--- src/rtl/shift_pkg.sv ---
// -----------------------------------------------------------------------------
// shift_pkg
//   Shared types for the shift arbiter: the shifter op encoding, the arbiter
//   FSM state encoding, the decoded shifter control bundle and the decode
//   function that maps an op onto the shifter's direction/fill controls.
// -----------------------------------------------------------------------------
package shift_pkg;

    typedef enum logic [1:0] {
        SLL = 2'b00,
        SRL = 2'b01,
        SRA = 2'b10,
        ROL = 2'b11
    } shift_op_t;

    typedef enum logic [1:0] {
        IDLE  = 2'b00,
        ISSUE = 2'b01,
        HOLD  = 2'b10
    } arb_state_t;

    typedef struct packed {
        logic left;  // 1 = shift towards the MSB
        logic sra;   // replicate the sign bit into the vacated high end
        logic sla;   // wrap A[N-1] into the vacated low end (rotate)
    } shift_ctrl_t;

    function automatic shift_ctrl_t decode_op(input shift_op_t op);
        shift_ctrl_t ctrl;
        ctrl = '0;
        case (op)
            SLL:     ctrl = '{left: 1'b1, sra: 1'b0, sla: 1'b0};
            SRL:     ctrl = '{left: 1'b0, sra: 1'b0, sla: 1'b0};
            SRA:     ctrl = '{left: 1'b0, sra: 1'b1, sla: 1'b0};
            ROL:     ctrl = '{left: 1'b1, sra: 1'b0, sla: 1'b1};
            default: ctrl = '0;
        endcase
        return ctrl;
    endfunction

endpackage

--- src/rtl/rr_arb2.sv ---
// -----------------------------------------------------------------------------
// rr_arb2
//   Two-way round-robin grant. A lone request is always granted; when both
//   requesters ask, the one that was not granted last time wins.
//   Ports:
//     req   in  2  request vector
//     last  in  1  index of the most recently granted requester
//     en    in  1  grant enable (arbiter is able to accept this cycle)
//     grant out 2  one-hot grant, zero when disabled or no request
//     idx   out 1  index the arbiter would grant (valid when grant != 0)
// -----------------------------------------------------------------------------
module rr_arb2 (
    input  logic [1:0] req,
    input  logic       last,
    input  logic       en,
    output logic [1:0] grant,
    output logic       idx
);

    // NOTE: every output of this always_comb gets a default first, so no path
    // leaves a signal unassigned and no latch is inferred.
    always_comb begin
        idx   = 1'b0;
        grant = 2'b00;
        if (req == 2'b10) begin
            idx = 1'b1;
        end else if (req == 2'b11) begin
            idx = ~last;
        end
        if (en && (req != 2'b00)) begin
            grant = idx ? 2'b10 : 2'b01;
        end
    end

endmodule

--- src/rtl/shift_arbiter.sv ---
// -----------------------------------------------------------------------------
// shift_arbiter
//   Shares one external combinational barrel shifter between two requesters.
//   A request is granted (round-robin), latched, driven onto the shifter for
//   one ISSUE cycle, and the shifter result is registered onto a valid/ready
//   result port tagged with the requester index.
//   Ports:
//     clk, rst_n          clock, asynchronous active-low reset
//     rq_valid/rq_ready   per-requester handshake (rq_ready one-hot or zero)
//     rq_op/data/amt      per-requester op, operand and shift amount
//     sh_a/amt/left/sra/sla  shifter controls, all zero outside ISSUE
//     sh_y                shifter result (combinational from sh_*)
//     res_valid/ready     result handshake
//     res_data/res_src    result and index of the requester that issued it
//     busy                high whenever the FSM is not IDLE
// -----------------------------------------------------------------------------
module shift_arbiter
    import shift_pkg::*;
#(
    parameter int N   = 8,
    parameter int SHW = $clog2(N)
) (
    input  logic                clk,
    input  logic                rst_n,
    input  logic [1:0]          rq_valid,
    output logic [1:0]          rq_ready,
    input  logic [1:0][1:0]     rq_op,
    input  logic [1:0][N-1:0]   rq_data,
    input  logic [1:0][SHW-1:0] rq_amt,
    output logic [N-1:0]        sh_a,
    output logic [SHW-1:0]      sh_amt,
    output logic                sh_left,
    output logic                sh_sra,
    output logic                sh_sla,
    input  logic [N-1:0]        sh_y,
    output logic                res_valid,
    input  logic                res_ready,
    output logic [N-1:0]        res_data,
    output logic                res_src,
    output logic                busy
);

    arb_state_t     state, next_state;
    logic           last;
    shift_op_t      op_q;
    logic [N-1:0]   data_q;
    logic [SHW-1:0] amt_q;
    logic           src_q;

    logic           accept_en;
    logic           accept;
    logic [1:0]     grant;
    logic           grant_idx;
    logic           in_issue;
    shift_ctrl_t    ctrl;

    // A new request can only be taken when the result register is free: in
    // IDLE, or in HOLD on the very cycle the pending result is consumed.
    // Gating with rst_n keeps a requester from seeing a grant while the
    // capture registers are held in reset.
    assign accept_en = rst_n && ((state == IDLE) || ((state == HOLD) && res_ready));

    rr_arb2 u_arb (
        .req   (rq_valid),
        .last  (last),
        .en    (accept_en),
        .grant (grant),
        .idx   (grant_idx)
    );

    assign rq_ready = grant;
    assign accept   = |grant;

    // -------------------------------------------------------------------------
    // FSM
    // -------------------------------------------------------------------------
    // NOTE: sequential state uses non-blocking assignments so every register
    // samples values from before the edge, independent of statement order.
    always_ff @(posedge clk or negedge rst_n) begin
        if (!rst_n) begin
            state <= IDLE;
        end else begin
            state <= next_state;
        end
    end

    always_comb begin
        next_state = state;
        case (state)
            IDLE:    if (accept) next_state = ISSUE;
            ISSUE:   next_state = HOLD;
            HOLD:    if (res_ready) next_state = accept ? ISSUE : IDLE;
            default: next_state = IDLE;
        endcase
    end

    // -------------------------------------------------------------------------
    // Request capture and result register
    // -------------------------------------------------------------------------
    always_ff @(posedge clk or negedge rst_n) begin
        if (!rst_n) begin
            last      <= 1'b1;
            op_q      <= SLL;
            data_q    <= '0;
            amt_q     <= '0;
            src_q     <= 1'b0;
            res_valid <= 1'b0;
            res_data  <= '0;
            res_src   <= 1'b0;
        end else begin
            if (accept) begin
                op_q   <= shift_op_t'(rq_op[grant_idx]);
                data_q <= rq_data[grant_idx];
                amt_q  <= rq_amt[grant_idx];
                src_q  <= grant_idx;
                last   <= grant_idx;
            end

            if (state == ISSUE) begin
                res_data  <= sh_y;
                res_src   <= src_q;
                res_valid <= 1'b1;
            end else if ((state == HOLD) && res_ready) begin
                // Result consumed; a back-to-back request is now in flight and
                // will refill the register at the end of its ISSUE cycle.
                res_valid <= 1'b0;
            end
        end
    end

    // -------------------------------------------------------------------------
    // Shifter drive: only live during ISSUE so the shared datapath sees
    // quiet inputs otherwise.
    // -------------------------------------------------------------------------
    assign in_issue = (state == ISSUE);
    assign ctrl     = decode_op(op_q);

    assign sh_a    = in_issue ? data_q : '0;
    assign sh_amt  = in_issue ? amt_q  : '0;
    assign sh_left = in_issue & ctrl.left;
    assign sh_sra  = in_issue & ctrl.sra;
    assign sh_sla  = in_issue & ctrl.sla;

    assign busy = (state != IDLE);

endmodule

--- config.mk ---
export PLATFORM = sky130hd
export DESIGN_NAME = shift_arbiter
export DESIGN_NICKNAME = d
export VERILOG_FILES = /design/src/rtl/shift_pkg.sv /design/src/rtl/rr_arb2.sv /design/src/rtl/shift_arbiter.sv
export SDC_FILE = /design/constraint.sdc
export NUM_CORES = 1
export LEC_CHECK = 0
export ABC_AREA = 1
export CAP_MARGIN = 20
export CELL_PAD_IN_SITES_DETAIL_PLACEMENT = 0
export CELL_PAD_IN_SITES_GLOBAL_PLACEMENT = 1
export CORE_ASPECT_RATIO = 1.25
export CORE_MARGIN = 2
export CORE_UTILIZATION = 29
export CTS_BUF_LIST = sky130_fd_sc_hd__clkbuf_16
export CTS_CLUSTER_SIZE = 10
export DETAILED_ROUTE_END_ITERATION = 6
export GPL_TIMING_DRIVEN = 0
export MAX_ROUTING_LAYER = met4
export PLACE_DENSITY = 0.88
export SKIP_CTS_REPAIR_TIMING = 1
export SLEW_MARGIN = 25
export SYNTH_ARGS = -nofsm -noshare
export SYNTH_HDL_FRONTEND = slang
export SYNTH_SLANG_ARGS = --single-unit
export TNS_END_PERCENT = 5
--- constraint.sdc ---
create_clock -name clk -period 3 [get_ports clk]
set_input_delay 0.6 -clock clk [delete_from_list [all_inputs] [get_ports clk]]
set_output_delay 0.6 -clock clk [all_outputs]
set_load 0.05 [all_outputs]
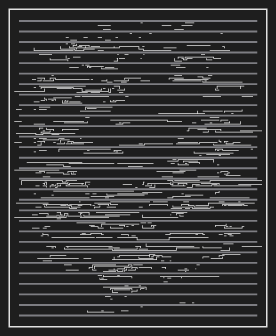
Figure 1: metal 1.
Supply wires on this layer in grey.
- longest straight run: 20.7 µm
- wire length on this layer: 1,610 µm
- share of all routed wire: 45%
- nets with wire on the layer: 255
- main direction: horizontal
met1 Use GR: 0.1786
via count: 1,425
Post-Route WL: 3.585 mm

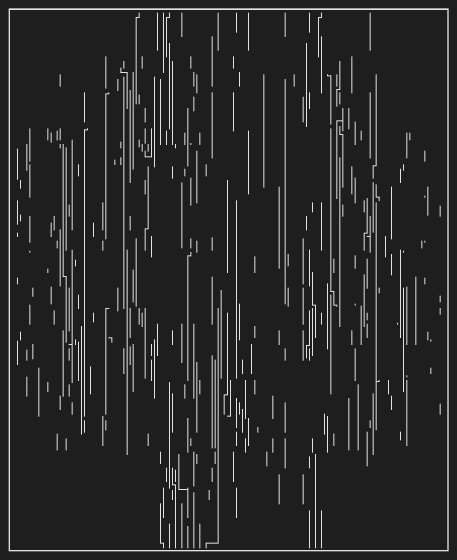
Figure 2: signal wires on met2.
- wire length on this layer: 1,740 µm
- share of all routed wire: 49%
- nets with wire on the layer: 232
M2 GR Usage: 0.2560

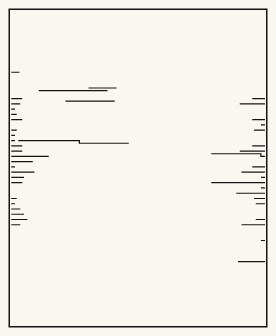
Figure 3: the metal 3 layer.
- wire length on this layer: 213 µm
- nets with wire on the layer: 46
met3 Use GR: 0.02329

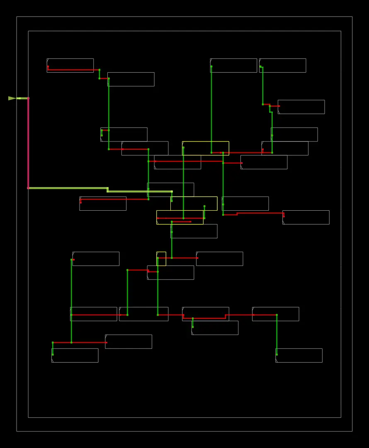
Figure 4: clock nets.
Clock Power: 303 µW
Latency at later pin: 0.26 ns

[power groups by stage]
stage	sequential [µW]	combinational, µW	clock, µW
after detailed placement	527	662	0
after floorplan	679	264	0
final	520	654	303
after global routing	531	715	328
after global placement	523	657	0
after CTS	521	665	314
[Yosys cell counts]
cell	number	area share
ha_1	2	0.018
dfrtp_1	26	0.46
nor2_1	17	0.046
clkbuf_1	2	0.0054
o21ai_1	1	0.0036
a21oi_1	1	0.0036
buf_2	4	0.014
nand2_1	97	0.26
inv_1	21	0.056
o21ai_0	1	0.0036
nor2_4	1	0.0080
nand3_1	22	0.079
nand2_2	1	0.0045
dfstp_2	1	0.019
buf_4	3	0.016
[worst paths after layout]
path                                     to  slack, ns  depth (start not counted)
worst max-delay path            rq_ready[0]       0.15                          7
worst min-delay path            res_data[2]       0.29                          1
worst max register to register        src_q       1.61                          6
worst min register to register         last       0.47                          2
max in group asynchronous              last       2.39                          1
min in group clk                       last       0.47                          2
[layer usage]
| layer | part of all wire | vias to the layer above | track usage |
|---|---|---|---|
| met5 | 0 | - | - |
| met4 | 0.0047 | 0 | 0.03061 |
| met3 | 0.059 | 2 | 0.02329 |
| met2 | 0.49 | 51 | 0.2560 |
| met1 | 0.45 | 638 | 0.1786 |
| li1 | - | 734 | - |
[final cells by class]
class / instances / area (µm²) / area share
Inverter: 21 / 78.83 / 0.03580
Sequential cell: 27 / 676.9 / 0.3074
Timing Repair Buffer: 65 / 645.6 / 0.2932
Clock buffer: 3 / 75.07 / 0.03409
Multi-Input combinational cell: 143 / 595.6 / 0.2705
Buffer: 9 / 50.05 / 0.02273
Tap cell: 60 / 75.07 / 0.03409
Clock inverter: 1 / 5.005 / 0.002273
[critical path: cells and delay by family]
| family | cells | cell delay, ns |
|---|---|---|
| buf+inv | 4 | 1.20 |
| simple gates | 3 | 0.45 |
==> results.sh <==
# flow metrics
export IMPL_syn_inst=200
export IMPL_cp_required_ns=2.40
export IMPL_final_hold_viol_count=0
export IMPL_cp_common_cell="nand2_1"
export IMPL_yosys_warnings=0
export IMPL_stdcell_count=329
export IMPL_track_usage=0.1465
export IMPL_slew_violations=0
export IMPL_switching_power_uw=599.4
export IMPL_worstPathArrival_ns=2.25
export IMPL_io_pins=66
export IMPL_drt_first_pass_iters=4
export IMPL_syn_num_nets=241
export IMPL_pre_cts_slack_ns=-0.2674
export IMPL_grt_pass1_vias=1389
export IMPL_ys_sh_xor=0
export IMPL_path_clk_slew_ns=0.06
export IMPL_slew_headroom=0.6466
export IMPL_crit_reg2reg_launch="last"
export IMPL_critical_path_max_fanout=10
export IMPL_viasPerCell=4.331
export IMPL_dp_cells=325
export IMPL_cts_root_buf="clkbuf_16"
export IMPL_die_h_um=81.72
export IMPL_core_area_um2=4695
export IMPL_cp_end_kind="output pin"
export IMPL_holdCritPathClass="in2async"
export IMPL_pwr_share_seq=0.352
export IMPL_grt_pass1_wl_mm=6.009
export IMPL_fin_hold_ws_ns=0.2862
export IMPL_clock_sinks=27
export IMPL_rsz0062_at_grt="no"
export IMPL_post_route_util=0.4691
export IMPL_totalPowerFinal_uw=1476
export IMPL_p_int_uw=877.0
export IMPL_largest_registers="data_q (8), res_data (8), amt_q (3)"
export IMPL_crit_chain="clkdlybuf4s50_1, nand2_1, nand2_1, buf_4, inv_1, nor2_1, dlymetal6s2s_1"
export IMPL_diodes=0
export IMPL_cts_tree="done"
export IMPL_cts_max_path_buffers=2
export IMPL_netlist_logic_family_top="simple AND/OR/NAND/NOR gates"
export IMPL_finalSetupViolations=0
export IMPL_layout_top_cell="nand2_1"
export IMPL_share_comb_of_total_power=0.443
export IMPL_rows=28
export IMPL_routedWlPerCell_um=10.90
export IMPL_drive_gt1_frac=0.05948
export IMPL_ys_cells=200
export IMPL_gp_congestion=0.7614
export IMPL_finClkSkew_ns=0.005720
export IMPL_io_buffers=65
export IMPL_mux_area_frac=0
export IMPL_ys_chip_area_um2=1401
export IMPL_drtIter0Drc=78
export IMPL_num_nets_final=311
export IMPL_cpMaxStageDelayCell="clkdlybuf4s50_1"
export IMPL_syn_area_per_cell_um2=7.007
export IMPL_synth_cellmix_compoundShare=0.01071
export IMPL_simple_gate_share=0.3964
export IMPL_status="finished clean"
export IMPL_vdd_drop_max_v=0.0003091
export IMPL_cts_buffers=3
export IMPL_place_area_um2=2122
export IMPL_tightest_slew_ns=0.5284
export IMPL_maxCapViolCount=0
export IMPL_ys_flops=27
export IMPL_finalCriticalPeriod_ns=2.853
export IMPL_netlist_area_um2=1401
No activity file was given, so power comes from the tool's default toggle rates.
